<file path="config.mk">
export PLATFORM = sky130hd
export DESIGN_NAME = stream_req_arbiter
export DESIGN_NICKNAME = d
export VERILOG_FILES = /design/src/rtl/stream_req_arbiter.sv
export SDC_FILE = /design/constraint.sdc
export NUM_CORES = 1
export LEC_CHECK = 0
export CAP_MARGIN = 20
export CORE_MARGIN = 4
export CORE_UTILIZATION = 30
export DETAILED_ROUTE_END_ITERATION = 10
export GPL_TIMING_DRIVEN = 0
export PLACE_DENSITY = 0.67
export SLEW_MARGIN = 20
export SYNTH_ARGS = -nofsm -noshare
export SYNTH_HDL_FRONTEND = slang
export SYNTH_SLANG_ARGS = --single-unit
</file>
<file path="constraint.sdc">
create_clock -name clk_i -period 2.1 [get_ports clk_i]
set_input_delay 0.21 -clock clk_i [delete_from_list [all_inputs] [get_ports clk_i]]
set_output_delay 0.21 -clock clk_i [all_outputs]
set_load 0.005 [all_outputs]
</file>
<file path="src/rtl/stream_req_arbiter.sv">
// rtl/stream_req_arbiter.sv - per-master round-robin packet arbiter for a stream crossbar
//
// Decodes each slave port's destination into per-master requests. Each master
// port runs its own IDLE/LOCKED FSM. A master picks a requesting slave
// round-robin and keeps the grant until the tlast beat of that slave's packet
// is accepted. The registered grants drive the crossbar mux selects and the
// valid/ready gating.
//
// Optional feature: define STREAM_REQ_ARBITER_DEST_ERR_EN to add dest_err_o.
// dest_err_o holds one sticky flag per slave that presented an out-of-range dest.
//
// Ports:
//    clk_i       - clock; all state changes on the rising edge
//    rst_i       - asynchronous active-high reset
//    s_dest_i    - per-slave destination, slave s in [s*T_DEST_WIDTH +: T_DEST_WIDTH]
//    s_valid_i   - per-slave tvalid
//    s_last_i    - per-slave tlast
//    m_ready_i   - per-master tready from downstream
//    grant_o     - registered grants, bit m*S_DATA_COUNT+s = master m locked to slave s
//    m_valid_o   - gated tvalid toward each master
//    s_ready_o   - gated tready back to each slave
//    dest_err_o  - (optional) sticky out-of-range destination flags per slave
`timescale 1ns/1ps

module stream_req_arbiter #(
   parameter int  S_DATA_COUNT = 2,
   parameter int  M_DATA_COUNT = 3,
   localparam int T_DEST_WIDTH = (M_DATA_COUNT > 1) ? $clog2(M_DATA_COUNT) : 1
) (
   input  logic                                 clk_i,
   input  logic                                 rst_i,
   input  logic [S_DATA_COUNT*T_DEST_WIDTH-1:0] s_dest_i,
   input  logic [S_DATA_COUNT-1:0]              s_valid_i,
   input  logic [S_DATA_COUNT-1:0]              s_last_i,
   input  logic [M_DATA_COUNT-1:0]              m_ready_i,
   output logic [M_DATA_COUNT*S_DATA_COUNT-1:0] grant_o,
   output logic [M_DATA_COUNT-1:0]              m_valid_o,
   output logic [S_DATA_COUNT-1:0]              s_ready_o
`ifdef STREAM_REQ_ARBITER_DEST_ERR_EN
   ,
   output logic [S_DATA_COUNT-1:0]              dest_err_o
`endif
);

   localparam int GIDX_WIDTH = (S_DATA_COUNT > 1) ? $clog2(S_DATA_COUNT) : 1;

   typedef enum logic {
      IDLE   = 1'b0,
      LOCKED = 1'b1
   } state_t;

   state_t                                state_q [M_DATA_COUNT];
   state_t                                state_d [M_DATA_COUNT];
   logic [GIDX_WIDTH-1:0]                 gidx_q  [M_DATA_COUNT];
   logic [GIDX_WIDTH-1:0]                 gidx_d  [M_DATA_COUNT];
   logic [GIDX_WIDTH-1:0]                 ptr_q   [M_DATA_COUNT];
   logic [GIDX_WIDTH-1:0]                 ptr_d   [M_DATA_COUNT];
   logic [M_DATA_COUNT*S_DATA_COUNT-1:0]  grant_q;
   logic [M_DATA_COUNT*S_DATA_COUNT-1:0]  grant_d;
   logic [M_DATA_COUNT-1:0][S_DATA_COUNT-1:0] req;

   // A dest value of M_DATA_COUNT or more matches no master, so that slave stalls.
   always_comb begin : req_decode
      req = '0;
      for (int m = 0; m < M_DATA_COUNT; m++) begin
         for (int s = 0; s < S_DATA_COUNT; s++) begin
            req[m][s] = s_valid_i[s] &&
                        (int'(s_dest_i[s*T_DEST_WIDTH +: T_DEST_WIDTH]) == m);
         end
      end
   end

   always_comb begin : fsm_next
      logic found;
      int   idx;
      found     = 1'b0;
      idx       = 0;
      grant_d   = '0;
      m_valid_o = '0;
      for (int m = 0; m < M_DATA_COUNT; m++) begin
         state_d[m] = state_q[m];
         gidx_d[m]  = gidx_q[m];
         ptr_d[m]   = ptr_q[m];
         case (state_q[m])
            IDLE: begin
               // The scan starts at ptr and wraps. The first requester found wins.
               found = 1'b0;
               for (int k = 0; k < S_DATA_COUNT; k++) begin
                  idx = (int'(ptr_q[m]) + k) % S_DATA_COUNT;
                  if (!found && req[m][idx]) begin
                     found     = 1'b1;
                     gidx_d[m] = GIDX_WIDTH'(idx);
                  end
               end
               if (found) begin
                  state_d[m] = LOCKED;
               end
            end
            LOCKED: begin
               m_valid_o[m] = s_valid_i[gidx_q[m]];
               if (s_valid_i[gidx_q[m]] && m_ready_i[m] && s_last_i[gidx_q[m]]) begin
                  state_d[m] = IDLE;
                  ptr_d[m]   = GIDX_WIDTH'((int'(gidx_q[m]) + 1) % S_DATA_COUNT);
               end
            end
            default: state_d[m] = IDLE;
         endcase
         // Grants come from next-state so that grant_o is a plain register output.
         if (state_d[m] == LOCKED) begin
            grant_d[m*S_DATA_COUNT + int'(gidx_d[m])] = 1'b1;
         end
      end
   end

   // A slave presents one dest, so in practice only one master drives its ready.
   always_comb begin : ready_gate
      s_ready_o = '0;
      for (int m = 0; m < M_DATA_COUNT; m++) begin
         if (state_q[m] == LOCKED) begin
            s_ready_o[gidx_q[m]] = s_ready_o[gidx_q[m]] | m_ready_i[m];
         end
      end
   end

   always_ff @(posedge clk_i or posedge rst_i) begin : fsm_regs
      if (rst_i) begin
         for (int m = 0; m < M_DATA_COUNT; m++) begin
            state_q[m] <= IDLE;
            gidx_q[m]  <= '0;
            ptr_q[m]   <= '0;
         end
         grant_q <= '0;
      end else begin
         for (int m = 0; m < M_DATA_COUNT; m++) begin
            state_q[m] <= state_d[m];
            gidx_q[m]  <= gidx_d[m];
            ptr_q[m]   <= ptr_d[m];
         end
         grant_q <= grant_d;
      end
   end

   assign grant_o = grant_q;

`ifdef STREAM_REQ_ARBITER_DEST_ERR_EN
   logic [S_DATA_COUNT-1:0] dest_err_q;

   always_ff @(posedge clk_i or posedge rst_i) begin : dest_err_regs
      if (rst_i) begin
         dest_err_q <= '0;
      end else begin
         for (int s = 0; s < S_DATA_COUNT; s++) begin
            if (s_valid_i[s] &&
                (int'(s_dest_i[s*T_DEST_WIDTH +: T_DEST_WIDTH]) >= M_DATA_COUNT)) begin
               dest_err_q[s] <= 1'b1;
            end
         end
      end
   end

   assign dest_err_o = dest_err_q;
`endif

endmodule
</file>
==> metrics.yaml, run 1 <==
sta:
  tightest_slew_ns: 0.585
  hold_slack_ns: 0.274
  max-slew-margin-rel_pct: 61.0
  timing.final.ws_setup_ns: 0.130
  final-max-slew-violation-count: 0
  timing.fmax_mhz: 508
  rsz0062_at_grt: "no"
  finalCriticalPeriod_ns: 1.97
  fin_crit_sh_pct: 93.8
drt:
  wl_met3_um: 154
  met1_length_um: 845
  first_pass_iters: 4
  dr_total_vias: 704
  drt-wirelength-per-cell_um: 14.0
pwr:
  power_leader: "combinational cells"
  net-switching-power_w: 0.000454
  p_per_area_mw_per_mm2: 1180
  totalPowerFinal_w: 0.00132
  power_frac_clock_pct: 12.7
  p_sw_share_pct: 34.4
  seq-power_w: 0.000506
  power_frac_seq_pct: 38.4
final_layout:
  lay_top_count: "clkdlybuf4s50_1"
  logic_gate_count: 54
  nFillCells: 256
  mi_logic_area_sq_um: 408
  diodes: 0
  combAreaFraction_pct: 36.6
  mostFrequentLayoutCells: "clkdlybuf4s50_1 (23), dfrtp_1 (15), mux2i_1 (7)"
  stdcell_area_sq_mm: 0.00111
  inverters: 6
  area_growth_pct: 35.8
  drive_above_1_share_pct: 6.67
  seq_area_share_pct: 33.7
global_route:
  overflow: 0
  met3_usage_pct: 3.89
  use_met1_pct: 15.4
yosys:
  flop_cell: "dfrtp_1"
  yosys_cells: 78
  synthMostInstantiatedCell: "dfrtp_1"
  yosys.area.top_type_share_pct: 45.7
  syn_nets: 91
  synth-edff-count: 0
  simple_gate_area_share_pct: 30.6
  synth-area-yosys_sq_um: 821
  synthTopLogicFamily: "simple AND/OR/NAND/NOR gates"
  syn_area_per_cell_sq_um: 10.5
run_status:
  outcome: "completed"
min_path:
  hold_class: "input pin to asynchronous set/reset pin"
cts:
  clock_latency_ns: 0.28
  htreeDepth: 1
  post-cts-setup-buffers: 0
  cts_tree: "built"
  cts_buffer_depth: 2
setup_path:
  startpoint_type: "flip-flop"
  crit_path_end: "s_ready_o[0]"
  critPathRequiredTime_ns: 1.89
  worstReg2RegStart: "ptr_q[0]"
  rr_endpoint: "grant_o[5]"
  path_buffers: 1
  cp_slowest_cell: "clkdlybuf4s50_1"
place:
  post-place-cells: 131
  dpl-instance-area_sq_mm: 0.00109
  place_hpwl_mm: 1.48
floorplan:
  rows: 18
  nWellTaps: 30
  ios: 24
**Run 1: metal layers overlaid**

Scale: 8 px per um. Only two layers are drawn.
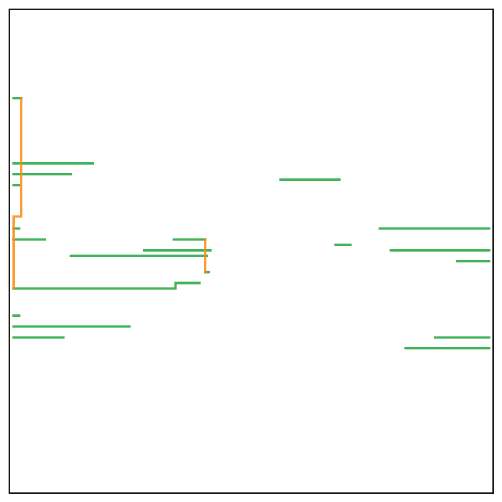
| colour | layer | wire length |
|---|---|---|
| green | met3 | 154 um |
| orange | met4 | 28.8 um |

**Run 1: track usage over the die**

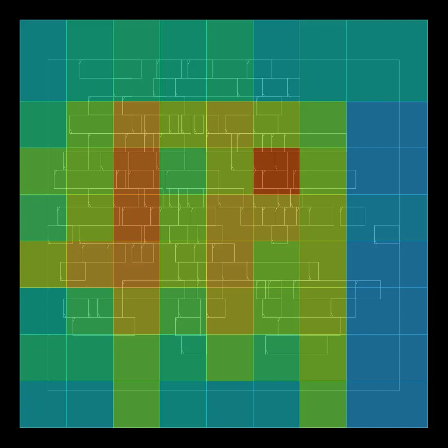
GRT busiest layer: met2
final core occ: 43.8%

**Run 1: met1 routing**

Scale: 10 px per um. Supply wires on this layer in grey. Cells faint in the background.
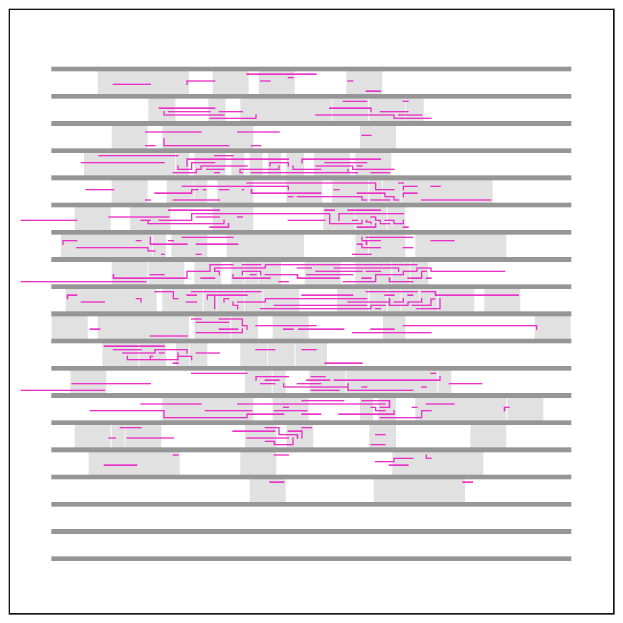
main direction: horizontal
nets with wire on the layer: 101

==> run 1 -> run 2 <==
--- a/config.mk
+++ b/config.mk
@@ -10,8 +10,6 @@
 export CORE_UTILIZATION = 30
 export DETAILED_ROUTE_END_ITERATION = 10
 export GPL_TIMING_DRIVEN = 0
-export PLACE_DENSITY = 0.67
-export SLEW_MARGIN = 20
 export SYNTH_ARGS = -nofsm -noshare
 export SYNTH_HDL_FRONTEND = slang
 export SYNTH_SLANG_ARGS = --single-unit
==> metrics.yaml, run 2 <==
run_status:
  outcome: "completed"
setup_path:
  cp_slowest_cell: "clkdlybuf4s50_1"
  critPathRequiredTime_ns: 1.89
  rr_endpoint: "grant_o[4]"
  startpoint_type: "flip-flop"
  path_buffers: 1
yosys:
  synth-area-yosys_sq_um: 821
  synthTopLogicFamily: "simple AND/OR/NAND/NOR gates"
  flop_cell: "dfrtp_1"
  syn_area_per_cell_sq_um: 10.5
  synth-edff-count: 0
global_route:
  grt_busiest_layer: "met2"
  met3_usage_pct: 3.24
  use_met1_pct: 14.3
sta:
  fin_crit_sh_pct: 94.1
  rsz0062_at_grt: "no"
  timing.fmax_mhz: 506
  finalCriticalPeriod_ns: 1.98
  timing.final.ws_setup_ns: 0.124
floorplan:
  nWellTaps: 30
place:
  dpl-instance-area_sq_mm: 0.00109
  place_hpwl_mm: 1.44
final_layout:
  mostFrequentLayoutCells: "clkdlybuf4s50_1 (23), dfrtp_1 (15), mux2i_1 (7)"
  lay_top_count: "clkdlybuf4s50_1"
  mi_logic_area_sq_um: 408
  stdcell_area_sq_mm: 0.00111
  seq_area_share_pct: 33.7
  diodes: 0
  drive_above_1_share_pct: 6.67
drt:
  dr_total_vias: 710
  met1_length_um: 810
pwr:
  net-switching-power_w: 0.000452
  power_frac_seq_pct: 38.3
cts:
  clock_latency_ns: 0.29
min_path:
  hold_class: "input pin to asynchronous set/reset pin"
**Run 2: track usage over the die**

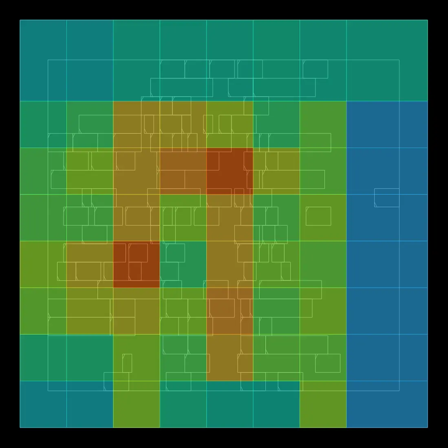
Total GRT Usage: 12.0%
met2 Usage GRT: 19.0%
WL/cell: 13.8 um

No activity file was given, so power comes from the tool's default toggle rates.
